### src/rtl/pea_pkg.sv
// Shared PEA types: the legacy single-shot sequencer states plus the
// execution controller's state and run-termination encodings.
package pea_pkg;

  typedef enum logic [1:0] {
    IDLE,
    EXEC,
    DONE
  } state_t;

  typedef enum logic [1:0] {
    IDLE_X,
    EXEC_X,
    DRAIN_X,
    DONE_X
  } exec_state_t;

  typedef enum logic [1:0] {
    ST_OK      = 2'd0,
    ST_ABORT   = 2'd1,
    ST_TIMEOUT = 2'd2
  } exec_status_t;

endpackage

### src/rtl/mage_exec_ctrl_watchdog.sv
// EXEC-phase watchdog for mage_exec_ctrl; only built when MAGE_EXEC_WATCHDOG_EN
// is defined, so the default build carries no watchdog module at all.
`ifdef MAGE_EXEC_WATCHDOG_EN
module mage_exec_watchdog #(
  parameter int TIMEOUT_W = 20
) (
  input  logic clk_i,
  input  logic rst_i,
  input  logic clear,
  input  logic enable,
  output logic expired
);

  logic [TIMEOUT_W-1:0] cnt_q;

  // Counts up while enabled and parks at all-ones until cleared.
  always_ff @(posedge clk_i) begin
    if (rst_i) begin
      cnt_q <= '0;
    end else if (clear) begin
      cnt_q <= '0;
    end else if (enable && !expired) begin
      cnt_q <= cnt_q + 1'b1;
    end
  end

  assign expired = &cnt_q;

endmodule
`endif

### src/rtl/mage_exec_ctrl.sv
// Iterating execution controller for the PEA: IDLE -> EXEC -> DRAIN -> DONE with
// abort, sticky interrupt and an optional watchdog (macro MAGE_EXEC_WATCHDOG_EN).
module mage_exec_ctrl
  import pea_pkg::*;
#(
  parameter int ITER_W       = 16,
  parameter int DRAIN_CYCLES = 4
`ifdef MAGE_EXEC_WATCHDOG_EN
  ,
  parameter int TIMEOUT_W    = 20
`endif
) (
  input  logic              clk_i,
  input  logic              rst_i,
  input  logic              start_i,
  input  logic [ITER_W-1:0] n_iter_i,
  input  logic              iter_end_i,
  input  logic              abort_i,
  input  logic              intr_ack_i,
  output exec_state_t       state_o,
  output logic              busy_o,
  output logic              intr_o,
  output logic [ITER_W-1:0] iter_cnt_o,
  output exec_status_t      status_o
);

  localparam int DRAIN_W = (DRAIN_CYCLES > 1) ? $clog2(DRAIN_CYCLES) : 1;
  localparam logic [DRAIN_W-1:0] DRAIN_LOAD = DRAIN_W'(DRAIN_CYCLES - 1);
  localparam logic [ITER_W-1:0]  ITER_MAX   = '1;

  exec_state_t       state_q, state_d;
  exec_status_t      status_q;
  logic [ITER_W-1:0] n_iter_q;
  logic [ITER_W-1:0] iter_cnt_q;
  logic [ITER_W-1:0] iter_cnt_inc;
  logic [DRAIN_W-1:0] drain_cnt_q;
  logic              last_iter;
  logic              wd_expired;

  assign iter_cnt_inc = (iter_cnt_q == ITER_MAX) ? iter_cnt_q : iter_cnt_q + 1'b1;
  assign last_iter    = iter_end_i && (iter_cnt_inc == n_iter_q);

`ifdef MAGE_EXEC_WATCHDOG_EN
  // Held clear outside EXEC, so every EXEC entry starts from zero.
  mage_exec_watchdog #(
    .TIMEOUT_W(TIMEOUT_W)
  ) u_watchdog (
    .clk_i  (clk_i),
    .rst_i  (rst_i),
    .clear  ((state_q != EXEC_X) || iter_end_i),
    .enable (state_q == EXEC_X),
    .expired(wd_expired)
  );
`else
  assign wd_expired = 1'b0;
`endif

  always_ff @(posedge clk_i) begin
    if (rst_i) begin
      state_q <= IDLE_X;
    end else begin
      state_q <= state_d;
    end
  end

  always_comb begin
    state_d = state_q;
    case (state_q)
      IDLE_X:  if (start_i) state_d = (n_iter_i == '0) ? DONE_X : EXEC_X;
      EXEC_X: begin
        if (abort_i || last_iter || (wd_expired && !iter_end_i)) begin
          state_d = DRAIN_X;
        end
      end
      DRAIN_X: if (drain_cnt_q == '0) state_d = DONE_X;
      DONE_X:  if (intr_ack_i) state_d = IDLE_X;
      default: state_d = IDLE_X;
    endcase
  end

  // Abort takes precedence over both a same-cycle iteration end and the watchdog.
  always_ff @(posedge clk_i) begin
    if (rst_i) begin
      n_iter_q    <= '0;
      iter_cnt_q  <= '0;
      status_q    <= ST_OK;
      drain_cnt_q <= '0;
    end else begin
      case (state_q)
        IDLE_X: begin
          if (start_i) begin
            n_iter_q   <= n_iter_i;
            iter_cnt_q <= '0;
            status_q   <= ST_OK;
          end
        end
        EXEC_X: begin
          drain_cnt_q <= DRAIN_LOAD;
          if (abort_i) begin
            status_q <= ST_ABORT;
          end else if (iter_end_i) begin
            iter_cnt_q <= iter_cnt_inc;
          end else if (wd_expired) begin
            status_q <= ST_TIMEOUT;
          end
        end
        DRAIN_X: begin
          if (drain_cnt_q != '0) drain_cnt_q <= drain_cnt_q - 1'b1;
        end
        default: ;
      endcase
    end
  end

  always_comb begin
    state_o = state_q;
    busy_o  = (state_q != IDLE_X);
    intr_o  = (state_q == DONE_X);
  end

  assign iter_cnt_o = iter_cnt_q;
  assign status_o   = status_q;

endmodule

### config.mk
export PLATFORM = sky130hd
export DESIGN_NAME = mage_exec_ctrl
export DESIGN_NICKNAME = d
export VERILOG_FILES = /design/src/rtl/pea_pkg.sv /design/src/rtl/mage_exec_ctrl_watchdog.sv /design/src/rtl/mage_exec_ctrl.sv
export SDC_FILE = /design/constraint.sdc
export NUM_CORES = 1
export LEC_CHECK = 0
export CORE_MARGIN = 2
export CORE_UTILIZATION = 53
export DETAILED_ROUTE_END_ITERATION = 6
export PLACE_DENSITY = 0.8
export SETUP_SLACK_MARGIN = 0.1
export SLEW_MARGIN = 0
export SYNTH_ARGS = -nofsm -noshare
export SYNTH_HDL_FRONTEND = slang
export SYNTH_HIERARCHICAL = 1
export SYNTH_SLANG_ARGS = --single-unit
export TNS_END_PERCENT = 100
### constraint.sdc
create_clock -name clk_i -period 3.4 [get_ports clk_i]
set_input_delay 0.68 -clock clk_i [delete_from_list [all_inputs] [get_ports clk_i]]
set_output_delay 0.68 -clock clk_i [all_outputs]
set_load 0.05 [all_outputs]
Figure 1. Cell outlines without signal wires (run 1).
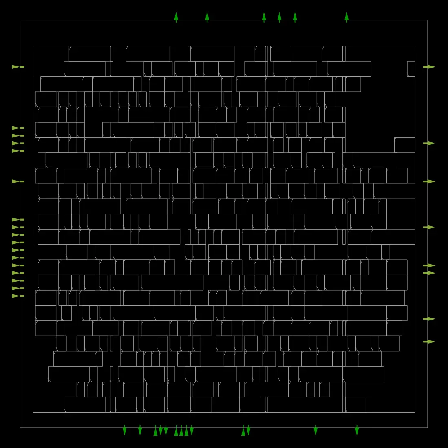
Util after Layout: 0.693
Flops: 37

Figure 2. The metal 1 layer (run 1).
(8 px per um) Supply wires on this layer in gray. Cells faint in the background.
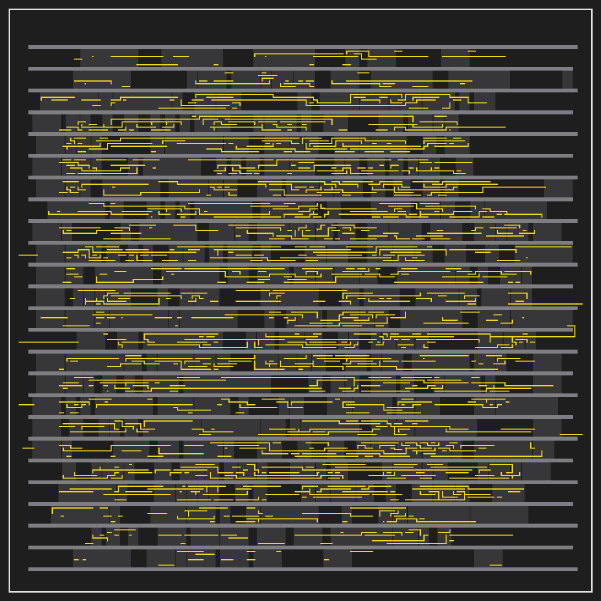
nets with wire on the layer: 355
longest straight run: 26.7 um

Figure 3. Sizing map (run 1).
(4 px per um)
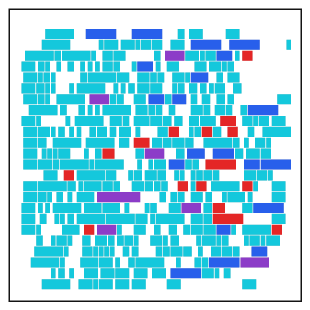
| size | color | cells | share | most used |
|---|---|---|---|---|
| _6 and larger | purple | 7 | 1.9% | clkbuf_8 |
| _3 and _4 cells | red | 16 | 4.4% | buf_4 |
| _2 cells | blue | 20 | 5.5% | dfxtp_2 |
| _0 and _1 cells | cyan | 321 | 88% | nand2_1 |

Figure 4. Wires at chosen ports, followed through buffers (run 1).
(4 px per um)
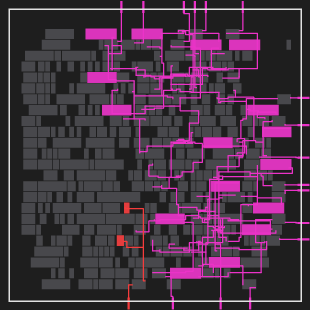
| port | color | direction | end cells | buffers | wire |
|---|---|---|---|---|---|
| `iter_cnt_o` | magenta | output | 16 | 17 | 1130 um |
| `iter_end_i` | red | input | 2 | 1 | 34.5 um |

==> flow_metrics.tcl, run 1 <==
# yosys + openroad results
set metrics [dict create \
    status "completed" \
    cts.sinks 37 \
    timing.hold.ws_ns 0.470 \
    tool_warnings 30 \
    gp_congestion 0.951 \
    ir_drop_mv 0.446 \
    antenna_found_initial 0 \
    netlist_area_sq_um 2500 \
    pin_count 44 \
    floorplan.nets 357 \
    cts_buffers 5 \
    p_leak_nw 1.12 \
    core_area_sq_um 4440 \
    fillers 383 \
    cts-root-buf "clkbuf_8" \
    clock-skew-final_ns 0.0110 \
    synth-main-ff-cell "dfxtp_1" \
    ys_top_cells_by_area "dfxtp_1 30%, a21oi_1 7.6%, nand2_1 7.1%" \
    drv_cap 0 \
    dp_cells 408 \
    setup_slack_ns 0.195 \
    common_cells "47 x nand2_1, 38 x a21oi_1, 37 x dfxtp_1" \
    grt_pass1_vias 2313 \
    hold_buffers 0 \
    critPathMostFrequentCell "a211oi_1" \
    post_cts_buffers 0 \
    htree_levels 2 \
    path_buffers 0 \
    worstPathCellList "nand3_1 > or4b_2 > o211ai_1 > xor2_1 > or4_1 > or4_4 > a211oi_1 > a211oi_1" \
    syn_to_final_growth_pct 23.3 \
    viasPerCell 6.30 \
    cts.path.max_buffers 2 \
    drtAntennaViolNets 0 \
    setup_violations 0 \
    drt_iter0_drc 233 \
    cts_tree "yes" \
    end_kind "register" \
    report.final.slew_viol_count 0 \
    crit_fanout 12 \
    timing_hold_violations_final 0 \
    crit_path_start_kind "register" \
    dp_hpwl_um 4970 \
    routed_wl_um 6840 \
    placed_area_sq_um 2960 \
    synth_dominant_cell_count "nand2_1" \
    ys_chip_area_sq_um 2500 \
    ys_types 56 \
    cts_resized 0 \
    drive_above_1_share 0.118 \
    ys_seq_share 0.297 \
    synth_area_per_cell_sq_um 7.61 \
    dieWidth_um 72.6 \
    crit_slowest_cell "or4b_2" \
    min-delay-path-class "register to register" \
    yosys_cells 328 \
    numSynthFlops 37 \
    finish.instance_area_sq_um 3080 \
    via_count 2621 \
    place_ws_ns 0.260 \
    p_total_w 0.00183 \
    drc_errors 0 \
    yosys_warnings 6 \
    crit_type "register to register" \
    insertion_delay_ns 0.31 \
    grt_max_degree 19 \
    tightestPinTransition_ns 0.786 \
    most-common-layout-cells "47 x nand2_1, 42 x clkdlybuf4s50_1, 38 x a21oi_1, 29 x nor2_1, 28 x dfxtp_1" \
    grt_usage 0.273 \
    lay_top_count "nand2_1" \
    powerDensity_nw_per_um2 595 \
    nets 392 \
    rsz0062_at_grt "no" \
    critPathArrivalTime_ns 3.40 \
    std_cell_rows 24 \
    synthArstFlopShare 0 \
    postSynthCellCount 328 \
    io_buffers 42 \
    fp.dieH_um 72.6 \
    edf_count 0 \
    grt_overflow_total 0 \
    grt_first_pass_wirelength_um 11200 \
    cp_top_family "simple AND/OR/NAND/NOR gates" \
    fin_crit_sh 0.943 \
    dieArea_sq_um 5270 \
    seq_area_sq_um 752 \
    relSlewSlack 0.474 \
    antennaDiodeCount 0 \
    crit_path_max_incr_delay_ns 0.66 \
    required_ns 3.59 \
    fin_cells 416 \
    final.min_clock_period_ns 3.21 \
    fp_util 0.562 \
    drt_first_pass_iters 5 \
    finalSetupTns_ns 0 \
    wl_per_cell_um 16.4 \
    fmax_mhz 312 \
    clkTransAtPathRegs_ns 0.09 \
    top_area_cell "dfxtp_1" \
    top_area_frac 0.297 \
    logic_area_sq_um 1600 \
]
run 1: sequential cells by signal (all words and copies together), names as in the netlist:
register     flops
n_iter_q        16
state_o          2
drain_cnt_q      2
status_o         1
iter_cnt_o      16
run 1: kinds of logic (layout without fill, tap and decap cells):
family / after synthesis / count (layout) / synth area share
other: 1 / 1 / 0.00150
adder cells (fa/ha/maj): 7 / 7 / 0.0351
AND/OR/NAND/NOR: 146 / 146 / 0.305
multiplexers: 4 / 4 / 0.0180
XOR/XNOR: 16 / 16 / 0.0561
buffers and inverters: 34 / 70 / 0.0647
AND-OR/OR-AND: 83 / 83 / 0.223
flip-flops: 37 / 37 / 0.297
run 1: worst paths after layout:
path | startpoint | to | slack, ns | cells after the start
worst max-delay path | iter_cnt_o[9] | state_o[0] | 0.19 | 8
worst min-delay path | n_iter_q[13] | n_iter_q[13] | 0.47 | 2
worst max register to register | iter_cnt_o[9] | state_o[0] | 0.19 | 8
worst min register to register | n_iter_q[13] | n_iter_q[13] | 0.47 | 2
run 1: layout make-up:
cell class,instances,share of cell area
multi-input combinational,257,0.520
sequential,37,0.244
timing repair buffer,52,0.165
clock buffer,5,0.0224
tap,52,0.0211
clock inverter,3,0.0150
inverter,10,0.0122
run 1: power by group:
group	internal [W]	total (W)	switching (W)	leakage (nW)
sequential	0.000497	0.000562	0.0000647	0.306
combinational	0.000334	0.000865	0.000532	0.759
clock	0.000220	0.000403	0.000184	0.0543
total	0.00105	0.00183	0.000780	1.12
run 1: metal layers:
metal,GRT usage,routed length [um],up-vias
met4,0.0905,140,0
met5,0,0,-
li1,-,-,1257
met3,0.0442,425,14
met2,0.451,3250,112
met1,0.365,3030,1238
Figure 5. Local utilization (run 1).
(4 px per um) 7 x 7 tiles, from dark blue (low) to red (high), 0 to 100% covered.
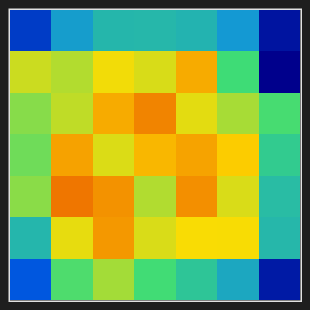

==> run 1 -> run 2 <==
--- a/config.mk
+++ b/config.mk
@@ -5,11 +5,13 @@
 export SDC_FILE = /design/constraint.sdc
 export NUM_CORES = 1
 export LEC_CHECK = 0
+export ABC_CLOCK_PERIOD_IN_PS = 3400
 export CORE_MARGIN = 2
 export CORE_UTILIZATION = 53
 export DETAILED_ROUTE_END_ITERATION = 6
 export PLACE_DENSITY = 0.8
-export SETUP_SLACK_MARGIN = 0.1
+export REMOVE_ABC_BUFFERS = 1
+export SETUP_SLACK_MARGIN = 0.05
 export SLEW_MARGIN = 0
 export SYNTH_ARGS = -nofsm -noshare
 export SYNTH_HDL_FRONTEND = slang
Figure 6. Local utilization (run 2).
(4 px per um) 7 x 7 tiles, from dark blue (low) to red (high), 0 to 100% covered.
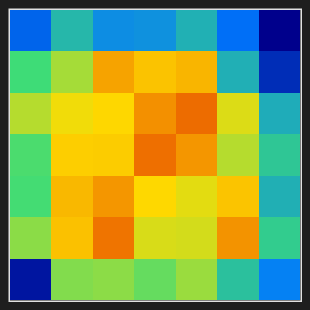
tiles over 75% full: 35%
densest ninth of the die: middle
fullest tile: 88%
nearly empty tiles: 2.0%
mean over tiles: 58%
emptiest ninth of the die: top right
Util after Layout: 0.704
core box area: 4440 sq um

==> run 2 against run 1 <==
  * Wire length rose by 2.0%
  * First-iteration DRC count rose by 41%
  * Worst hold slack gained 0.0013 ns
==> flow_metrics.tcl, run 2 <==
# yosys + openroad results
set metrics [dict create \
    drtAntennaViolNets 0 \
    ir_drop_mv 0.533 \
    worstHoldPathCells 2 \
    critPathArrivalTime_ns 3.39 \
    finalSetupTns_ns 0 \
    placed_area_sq_um 2990 \
    timing_hold_violations_final 0 \
    cts.path.max_buffers 2 \
    via_count 2626 \
    crit_type "register to register" \
    std_cell_rows 24 \
    cts.sinks 37 \
    powerDensity_nw_per_um2 602 \
    ys_top_cells_by_area "dfxtp_1 30%, a21oi_1 7.6%, nand2_1 7.1%" \
    netlist_area_sq_um 2500 \
    drv_cap 0 \
    syn_to_final_growth_pct 25.4 \
    postSynthCellCount 328 \
    r2r-end "state_o[0]" \
    viasPerCell 6.21 \
    tightestPinTransition_ns 0.681 \
    setup_violations 0 \
    grt_max_degree 38 \
    edf_count 0 \
    cts-root-buf "clkbuf_8" \
    crit_start "iter_cnt_o[11]" \
    tool_warnings 29 \
    grt_overflow_total 0 \
    synth_dominant_cell_count "nand2_1" \
    fin_cells 423 \
    reg2regPathDepth 8 \
    routed_wl_um 6970 \
    fp_util 0.562 \
    top_area_cell "dfxtp_1" \
    cts_tree "yes" \
    nets 399 \
    reg2reg_slack_ns 0.17 \
    report.final.slew_viol_count 0 \
    numSynthFlops 37 \
    fmax_mhz 309 \
    synth_area_per_cell_sq_um 7.61 \
    common_cells "47 x nand2_1, 38 x a21oi_1, 37 x dfxtp_1" \
    antenna_found_initial 0 \
    synthArstFlopShare 0 \
    drive_above_1_share 0.119 \
    cts_resized 0 \
    crit_path_start_kind "register" \
    synth-main-ff-cell "dfxtp_1" \
    yosys_cells 328 \
    fp.dieH_um 72.6 \
    grt_pass1_vias 2386 \
    dieArea_sq_um 5270 \
    p_total_w 0.00188 \
    htree_levels 2 \
    dp_hpwl_um 5100 \
    ys_types 56 \
    status "completed" \
    fin_crit_sh 0.950 \
    r2r_start "iter_cnt_o[11]" \
    clkTransAtPathRegs_ns 0.08 \
    ys_chip_area_sq_um 2500 \
    relSlewSlack 0.546 \
    hp-start "n_iter_q[0]" \
    drt_first_pass_iters 5 \
    yosys_warnings 6 \
    finish.instance_area_sq_um 3130 \
    clock-skew-final_ns 0.0109 \
    rsz0062_at_grt "no" \
    wl_per_cell_um 16.5 \
    lay_top_count "nand2_1" \
    grt_usage 0.275 \
]
Figure 7. Wires at chosen ports, followed through buffers (run 2).
(4 px per um)
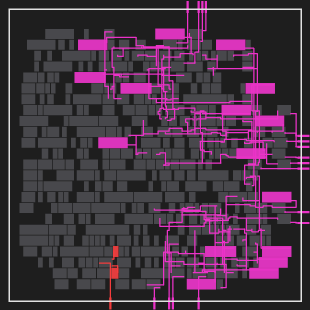
IO Pins: 44
IO Port Bufs: 42

run 2: worst max-delay path: stages, from the launching register on:
cell	delay, ns
dfxtp_1	0.51
nand3_1	0.13
or4b_2	0.64
o211ai_1	0.29
xor2_1	0.10
or4_1	0.53
or4_4	0.50
a211oi_1	0.30
a211oi_1	0.08
run 2: cell families (layout without fill, tap and decap cells):
group / Yosys count / in the layout / synth area share
compound gates: 83 / 83 / 0.223
xor+xnor: 16 / 16 / 0.0561
fa+ha+maj: 7 / 7 / 0.0351
buf+inv: 34 / 77 / 0.0647
flops: 37 / 37 / 0.297
mux: 4 / 4 / 0.0180
other cells: 1 / 1 / 0.00150
simple gates: 146 / 146 / 0.305
run 2: where the power goes:
part           switching, W  internal, W  total, W
Sequential        0.0000558     0.000496  0.000552
Combinational      0.000543     0.000325  0.000868
Clock              0.000172     0.000292  0.000463
Total              0.000770      0.00111   0.00188
run 2: per-stage QoR:
| stage | setup slack [ns] | utilization | hold WS, ns |
|---|---|---|---|
| after floorplan | -0.0468 | - | 0.440 |
| after global placement | 0.309 | 0.672 | 0.458 |
| after detailed placement | 0.226 | 0.672 | 0.461 |
| after CTS | 0.191 | 0.702 | 0.471 |
| after global routing | 0.0564 | 0.704 | 0.491 |
| final | 0.169 | 0.704 | 0.471 |
run 2: layer usage:
| metal | global-route usage | routed length, um | share of wire |
|---|---|---|---|
| met1 | 0.368 | 3040 | 0.44 |
| met2 | 0.461 | 3370 | 0.48 |
| met3 | 0.0414 | 465 | 0.067 |
| met4 | 0.0782 | 106 | 0.015 |
| met5 | 0 | 0 | 0 |
run 2: cell type report:
cell class,instances,area [sq um]
Clock buffer,5,68.8
Inverter,10,37.5
Multi-Input combinational cell,257,1600
Fill cell,370,1320
Timing Repair Buffer,59,548
Tap cell,52,65.1
Sequential cell,37,744
Clock inverter,3,65.1
No activity file was given, so power comes from the tool's default toggle rates.
